`config.mk`:
```
export PLATFORM = sky130hd
export DESIGN_NAME = rr_pipe_arb
export DESIGN_NICKNAME = d
export VERILOG_FILES = /design/src/rtl/rr_pipe_arb_pkg.sv /design/src/rtl/rr_arb_pick.sv /design/src/rtl/rr_pipe_arb.sv
export SDC_FILE = /design/constraint.sdc
export NUM_CORES = 1
export LEC_CHECK = 0
export ABC_AREA = 1
export CELL_PAD_IN_SITES_DETAIL_PLACEMENT = 1
export CELL_PAD_IN_SITES_GLOBAL_PLACEMENT = 2
export CORE_MARGIN = 1.5
export CORE_UTILIZATION = 17
export CTS_CLUSTER_SIZE = 14
export DETAILED_ROUTE_END_ITERATION = 10
export GPL_TIMING_DRIVEN = 0
export HOLD_SLACK_MARGIN = 0.1
export PLACE_DENSITY_LB_ADDON = 0.1
export SLEW_MARGIN = 40
export SYNTH_ARGS = -nofsm -noshare
export SYNTH_HDL_FRONTEND = slang
export SYNTH_SLANG_ARGS = --single-unit
```
`constraint.sdc`:
```
create_clock -name clk -period 2.25 [get_ports clk]
set_input_delay 0.45 -clock clk [delete_from_list [all_inputs] [get_ports clk]]
set_output_delay 0.45 -clock clk [all_outputs]
set_load 0.005 [all_outputs]
```
`src/rtl/rr_pipe_arb_pkg.sv`:
```
// Shared definitions for the round-robin packet-lock arbiter:
// FSM state encodings and the cyclic index helper.
package rr_pipe_arb_pkg;

   // Arbiter FSM encodings.
   localparam logic [0:0] ARB_IDLE   = 1'b0;
   localparam logic [0:0] ARB_LOCKED = 1'b1;

   // Wide enough for any legal requester count (2..16).
   localparam int unsigned IDX_W = 5;

   // Cyclic successor: (idx + 1) mod num, valid for any num, not only powers of two.
   function automatic logic [IDX_W-1:0] next_idx(input logic [IDX_W-1:0] idx,
                                                 input logic [IDX_W-1:0] num);
      logic [IDX_W-1:0] nxt;
      if (idx == (num - 5'd1)) begin
         nxt = 5'd0;
      end else begin
         nxt = idx + 5'd1;
      end
      return nxt;
   endfunction

endpackage

```
`src/rtl/rr_arb_pick.sv`:
```
// Combinational round-robin picker: finds the first set request at or after
// ptr, wrapping cyclically. The request vector is doubled so that a single
// lowest-set-bit search over the masked double-width vector covers the wrap.
module rr_arb_pick #(
   parameter int NUM_REQ  = 4,
   parameter int ID_WIDTH = $clog2(NUM_REQ)
) (
   input  logic [NUM_REQ-1:0]  req,
   input  logic [ID_WIDTH-1:0] ptr,
   output logic                found,
   output logic [ID_WIDTH-1:0] winner
);

   logic [2*NUM_REQ-1:0] dbl_s;
   logic [2*NUM_REQ-1:0] masked_s;

   // Mask off lower-half positions below ptr, then take the lowest set bit.
   always_comb begin
      dbl_s    = {req, req};
      masked_s = '0;
      found    = 1'b0;
      winner   = '0;
      for (int j = 0; j < 2*NUM_REQ; j++) begin
         masked_s[j] = dbl_s[j] & (j >= int'(ptr));
      end
      // Scan from the top so the lowest set position is the last one written.
      for (int j = 2*NUM_REQ-1; j >= 0; j--) begin
         winner = masked_s[j] ? ID_WIDTH'(j % NUM_REQ) : winner;
         found  = found | masked_s[j];
      end
   end

endmodule

```
`src/rtl/rr_pipe_arb.sv`:
```
// Round-robin arbiter with packet lock feeding one registered valid/ready
// output stage. A grant is held from a packet's first beat through its last
// beat; the output register gives one cycle of latency at full throughput.
module rr_pipe_arb
   import rr_pipe_arb_pkg::*;
#(
   parameter int DATA_WIDTH = 32,
   parameter int NUM_REQ    = 4,
   parameter int ID_WIDTH   = $clog2(NUM_REQ)
) (
   input  logic                          clk,
   input  logic                          rst,
   input  logic [NUM_REQ-1:0]            req_valid,
   input  logic [NUM_REQ*DATA_WIDTH-1:0] req_data,
   input  logic [NUM_REQ-1:0]            req_last,
   output logic [NUM_REQ-1:0]            req_ready,
   output logic                          pout_valid,
   output logic [DATA_WIDTH-1:0]         pout_data,
   output logic [ID_WIDTH-1:0]           pout_id,
   output logic                          pout_last,
   input  logic                          pout_ready
);

   logic [0:0]            state_r;
   logic [ID_WIDTH-1:0]   ptr_r;
   logic [ID_WIDTH-1:0]   lock_id_r;
   logic                  valid_r;
   logic [DATA_WIDTH-1:0] data_r;
   logic [ID_WIDTH-1:0]   id_r;
   logic                  last_r;

   logic                  stage_ready_s;
   logic                  found_s;
   logic [ID_WIDTH-1:0]   winner_s;
   logic                  lock_valid_s;
   logic [ID_WIDTH-1:0]   sel_s;
   logic                  sel_valid_s;
   logic [DATA_WIDTH-1:0] beat_data_s;
   logic                  beat_last_s;
   logic [NUM_REQ-1:0]    req_ready_s;
   logic                  fire_s;

   rr_arb_pick #(
      .NUM_REQ  (NUM_REQ),
      .ID_WIDTH (ID_WIDTH)
   ) u_pick (
      .req    (req_valid),
      .ptr    (ptr_r),
      .found  (found_s),
      .winner (winner_s)
   );

   // Choose the candidate: the locked owner while a packet is open, else the RR winner.
   always_comb begin
      stage_ready_s = ~valid_r | pout_ready;
      lock_valid_s  = 1'b0;
      for (int i = 0; i < NUM_REQ; i++) begin
         lock_valid_s = lock_valid_s | (req_valid[i] & (lock_id_r == ID_WIDTH'(i)));
      end
      if (state_r == ARB_LOCKED) begin
         sel_s       = lock_id_r;
         sel_valid_s = lock_valid_s;
      end else begin
         sel_s       = winner_s;
         sel_valid_s = found_s;
      end
   end

   // Steer the selected payload and raise a one-hot ready (never data-dependent).
   always_comb begin
      beat_data_s = '0;
      beat_last_s = 1'b0;
      req_ready_s = '0;
      for (int i = 0; i < NUM_REQ; i++) begin
         beat_data_s    = (sel_s == ID_WIDTH'(i)) ? req_data[i*DATA_WIDTH +: DATA_WIDTH] : beat_data_s;
         beat_last_s    = (sel_s == ID_WIDTH'(i)) ? req_last[i] : beat_last_s;
         req_ready_s[i] = stage_ready_s & sel_valid_s & (sel_s == ID_WIDTH'(i));
      end
      fire_s = |req_ready_s;
   end

   // Output register: load on accept, clear when draining empty, hold while stalled.
   always_ff @(posedge clk) begin
      if (rst) begin
         valid_r <= 1'b0;
         data_r  <= '0;
         id_r    <= '0;
         last_r  <= 1'b0;
      end else if (stage_ready_s) begin
         valid_r <= fire_s;
         data_r  <= fire_s ? beat_data_s : '0;
         id_r    <= fire_s ? sel_s : '0;
         last_r  <= fire_s & beat_last_s;
      end else begin
         valid_r <= valid_r;
         data_r  <= data_r;
         id_r    <= id_r;
         last_r  <= last_r;
      end
   end

   // Arbitration FSM: lock on a non-last beat, advance the pointer only on packet end.
   always_ff @(posedge clk) begin
      if (rst) begin
         state_r   <= ARB_IDLE;
         ptr_r     <= '0;
         lock_id_r <= '0;
      end else if (fire_s) begin
         case (state_r)
            ARB_IDLE: begin
               if (beat_last_s) begin
                  ptr_r <= ID_WIDTH'(next_idx(IDX_W'(sel_s), IDX_W'(NUM_REQ)));
               end else begin
                  state_r   <= ARB_LOCKED;
                  lock_id_r <= sel_s;
               end
            end
            ARB_LOCKED: begin
               if (beat_last_s) begin
                  state_r <= ARB_IDLE;
                  ptr_r   <= ID_WIDTH'(next_idx(IDX_W'(lock_id_r), IDX_W'(NUM_REQ)));
               end else begin
                  state_r <= state_r;
               end
            end
            default: begin
               state_r <= ARB_IDLE;
            end
         endcase
      end else begin
         state_r <= state_r;
      end
   end

   assign req_ready  = req_ready_s;
   assign pout_valid = valid_r;
   assign pout_data  = data_r;
   assign pout_id    = id_r;
   assign pout_last  = last_r;

endmodule

```
==> job_summary.md <==
## Synthesis and layout report

| Metric | Value |
|---|---|
| First-pass GRT wire length | 24500 µm |
| Average wire per standard cell | 17.3 µm |
| DRT Pass-1 Iters | 4 |
| Number of slew-limit violations in the final report | 0 |
| Vias per Instance | between 4 and 5 |
| Unique cell types | 23 |
| Final hold violation count | 0 |
| Drt drc | 0 |
| CP required | 1.80 ns |
| CTS tree | yes |
| Hold-fix buffers at CTS | 0 |
| Top cells by area | dfxtp_1, nand2_1, nor2_1 |
| Hold depth | 2 |
| DRT iter0 DRCs | ~110 |
| Outcome | finished, final reports clean |
| Synth Cell Area | just under 3000 µm² |
| Power Dens Cells | between 1000 and 1500 nW/µm² |
| Core area | approximately 17000 µm² |
| OpenROAD warnings | 34 |
| Leakage power | ~2.5 nW |
| CTS sink cnt | 41 |
| Worst-path maximum fanout | 4 |
| Starting Density | between 10% and 20% |
| Max_cap viols | 0 |
| Die Ht | 134 µm |
| Ratio of cells with drive above 1 in the final layout | ~18% |
| Die width | roughly 130 µm |
| Hold_sp | pout_data[21] |
| Ports | ~180 |
| Commonest cells after routing, fill and taps aside | clkdlybuf4s50_1, nor2_1, nand2_1 |
| Vias in the first global route | 4404 |
| Grt ovf | 0 |
| Most common cell after layout, fill and taps aside | clkdlybuf4s50_1 |
| Post-Layout Cell Count | between 900 and 1k |
| Area leader, netlist | dfxtp_1 |
| Final period util | a little over nine tenths |
| Placer Congestion | between 0.8 and 0.9 |
| Post-Syn Area per Cell | 5.92 µm² |
| Worst setup SP type | flop |
| Cell count after synthesis | ~490 |
| Synth Seq Share | 28.1% |
| Number of synthesis warnings | 0 |
| Fmax | 450 MHz |
| VDD IR max | 0.000392 V |
| R2r setup slk | about 0.12 ns |
| Worst hold path endpoint | pout_data[21] |
| Setup CP Type | reg -> out |
| # nets final | roughly 860 |
| Flops & latches, synth | around 41 |
| Worst-Skew Late Latency | ~0.30 ns |
| Clock slew at reported path FFs | around 0.07 ns |
| Ys cells | between 400 and 500 |
| Crit path DAT | roughly 1.8 ns |
| Port Buffers | between 150 and 200 |
| Syn_nets | roughly 640 |
| Via count | about 4.1k |
| Dpl cells | between 800 and 900 |
| R2r startpoint | ptr_r[1] |
| Slew headroom | a little under two thirds |
| Final setup viols | 0 |
| Worst reg2reg endpoint | pout_data[14] |
| Clk_skew | ~0.0041 ns |
| Largest net degree at the start of global routing | 13 |
| Max Buffers Root-to-Sink | 2 |
final cells by class:
type                    count  area, µm²
flip-flops and latches     41        831
inverters                  29        129
clock buffers               7        153
plain buffers              31        221
well taps                 220        275
multi-input cells         387       1970
clock inverters             1       5.00
fillers                  2065      11000
repair buffers            219       2110
cell usage after synthesis:
| master | count |
|---|---|
| inv_4 | 1 |
| o211ai_1 | 6 |
| buf_6 | 3 |
| ha_1 | 8 |
| nor2_1 | 115 |
| dfxtp_1 | 41 |
| nand4_1 | 1 |
| buf_2 | 20 |
| buf_4 | 2 |
| nand3_1 | 41 |
| or2_2 | 2 |
| inv_1 | 25 |
| inv_2 | 3 |
| o21ai_0 | 6 |
| nand2_1 | 117 |
| clkbuf_1 | 8 |
| o31ai_1 | 22 |
| nand2_4 | 1 |
| buf_1 | 3 |
| nor3_1 | 1 |
| nand3b_1 | 1 |
| nand3_2 | 1 |
| a21oi_1 | 65 |
what timing repair did:
| action | in CTS | in global routing |
|---|---|---|
| buffers inserted | 32 | 13 |
| resized | 86 | 57 |
| endpoints found under the setup margin | 42 | 42 |
| pin swaps | 13 | 16 |
report_power, final:
group	total (W)	internal [W]	switching, W
combinational	0.00514	0.00243	0.00272
sequential	0.00124	0.00105	0.000185
clock	0.000818	0.000472	0.000346
metrics by stage:
stage               total power [W]  hold slack [ns]  area (µm²)  worst slack [ns]
floorplan                   0.00357            0.447        2920             0.213
global placement            0.00534            0.437        4960             -1.14
detailed placement          0.00542            0.438        4960             -1.16
CTS                         0.00690            0.453        5510            -0.102
global route                0.00788            0.472        5700           -0.0447
finish                      0.00720            0.449        5700            0.0287
metal layers:
layer | routed length, µm | vias to the layer above | global-route usage [%]
li1 | - | 2043 | -
met1 | 7250 | 1890 | 21.9
met2 | 7760 | 123 | 31.7
met3 | 778 | 23 | 3.93
met4 | 398 | 0 | 5.68
met5 | 0 | - | 0
worst max path at each step:
stage	end	start	slack, ns	depth (start not counted)
after floorplan	req_ready[1]	req_valid[0]	0.21	11
after global placement	req_ready[3]	req_valid[0]	-1.14	16
after detailed placement	req_ready[1]	req_valid[1]	-1.16	13
after CTS	req_ready[3]	ptr_r[1]	-0.10	14
after global routing	req_ready[0]	ptr_r[1]	-0.04	13
final	req_ready[0]	ptr_r[1]	0.03	13
kinds of logic (layout without fill, tap and decap cells):
group                    Yosys count  in the layout  share of synthesized area, %
AND-OR/OR-AND                     99             99                          19.4
AND/OR/NAND/NOR                  280            280                          38.7
adder cells (fa/ha/maj)            8              8                          3.43
flip-flops                        41             41                          28.1
buffers and inverters             65            287                          10.3
critical path, cell delays in order (launching register included):
cell     delay (ns)
dfxtp_4        0.38
nand2_2        0.06
nand2_2        0.09
nand2_2        0.07
nand2_4        0.07
nand2_2        0.05
nand2_2        0.09
nand2_4        0.08
buf_6          0.13
ha_4           0.16
buf_8          0.12
inv_2          0.03
nor2_1         0.02
buf_2          0.12
sequential cells by signal, indices dropped and copies added (netlist names):
| name | cells |
|---|---|
| pout_data | 32 |
| lock_id_r | 2 |
| pout_id | 2 |
| ptr_r | 2 |
| pout_last | 1 |
| pout_valid | 1 |
| state_r | 1 |
sizing.png
Scale bar: 50 µm.
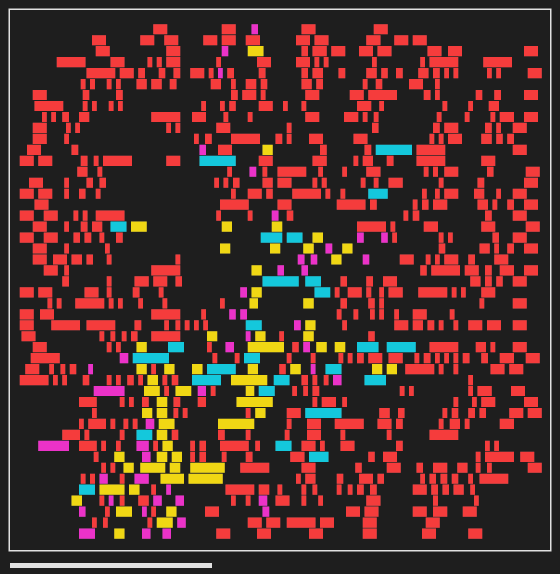
Key: red = x1 and smaller [cells 584, share 82%, most used clkdlybuf4s50_1]; yellow = x3 and x4 [cells 60, share 8.4%, most used buf_4]; cyan = x6 and larger [cells 26, share 3.6%, most used buf_6]; magenta = x2 [cells 45, share 6.3%, most used buf_2]

closeup.png
Scale bar: 10 µm. Window x 47 to 87, y 20 to 60 µm. Cells in grey, sequential cells in the stronger grey; small squares are vias.
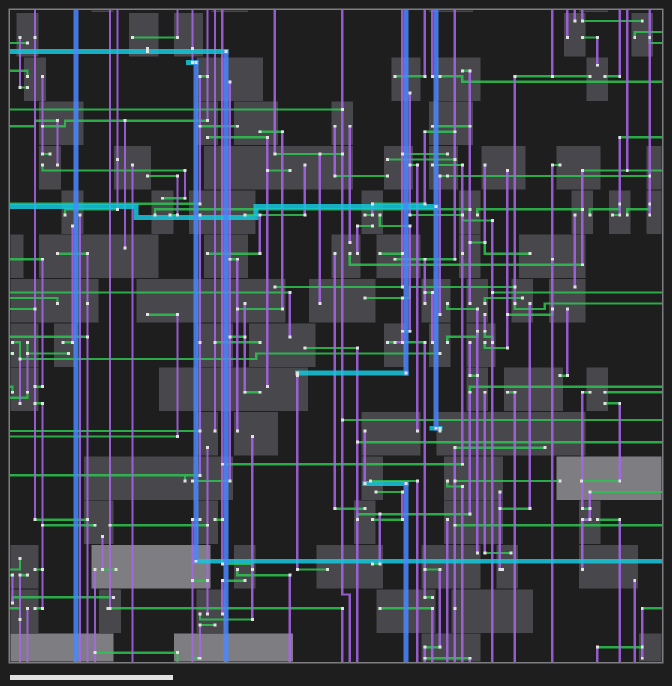
Key: blue = M4; green = M1; purple = M2; cyan = M3
84 logic cells have their middle in the window. Sequential cells in the window: 4. Most frequent: nand2_1 (20), buf_4 (9), clkdlybuf4s50_1 (8).

m1.png
Scale bar: 50 µm. Supply wires on this layer in grey. Cells faint in the background.
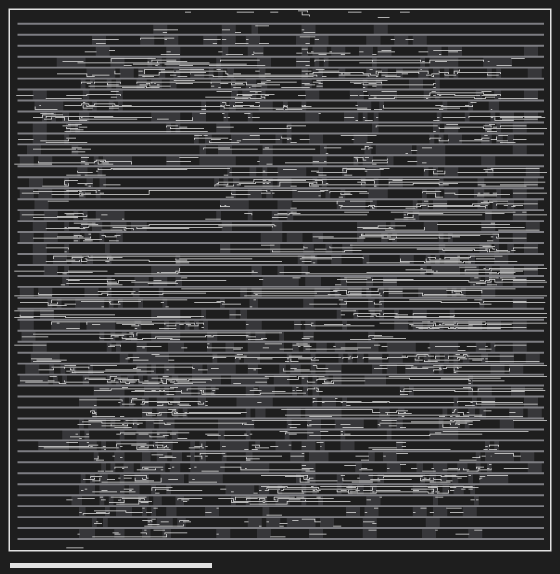
The longest straight run is 55.7 µm. 765 nets have wire on it. The wires run mostly horizontal. The layer carries 7250 µm of wire.

m2.png
Scale bar: 50 µm. Cells faint in the background.
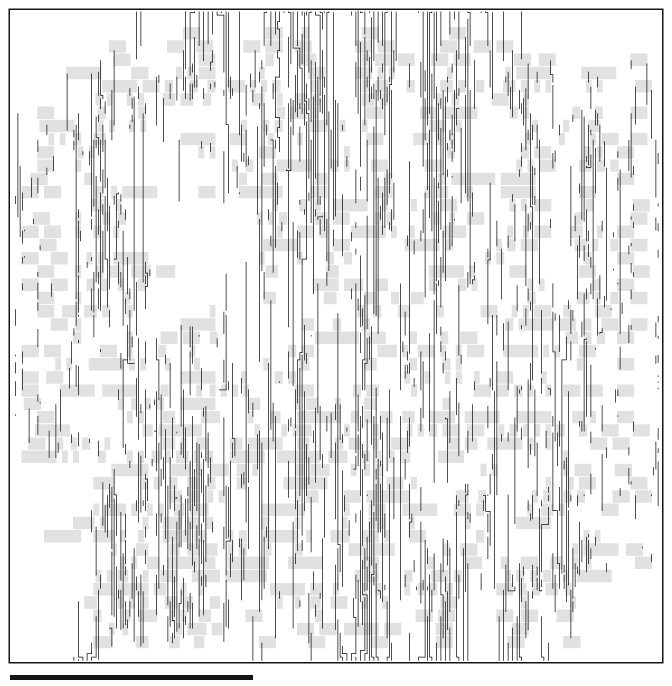
The layer holds 48% of the routed length. The layer carries 7760 µm of wire. The wires run mostly vertical.

congestion_map.png
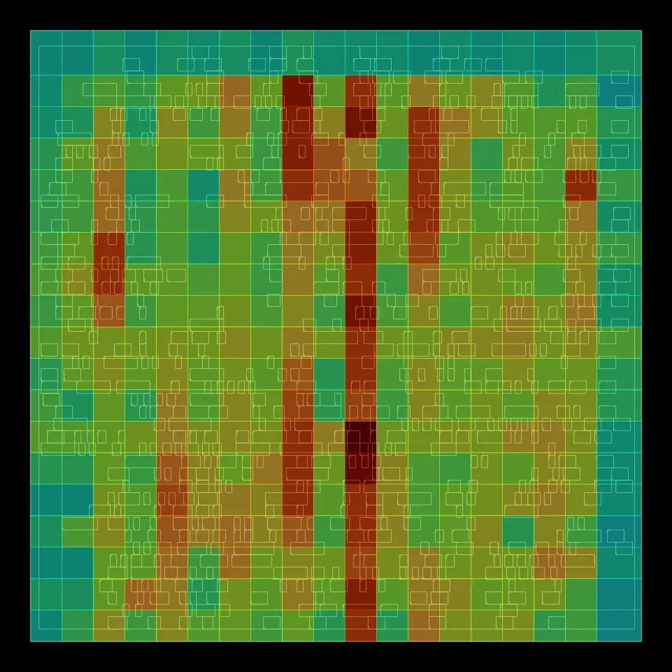
All-Layer GR Usage: 18.1%
final core occ: 34.1%
met2 Track Usage GR: 31.7%
GRT met1 Usage: 21.9%

Power figures rest on the tool's default switching activity, not on a simulated workload.
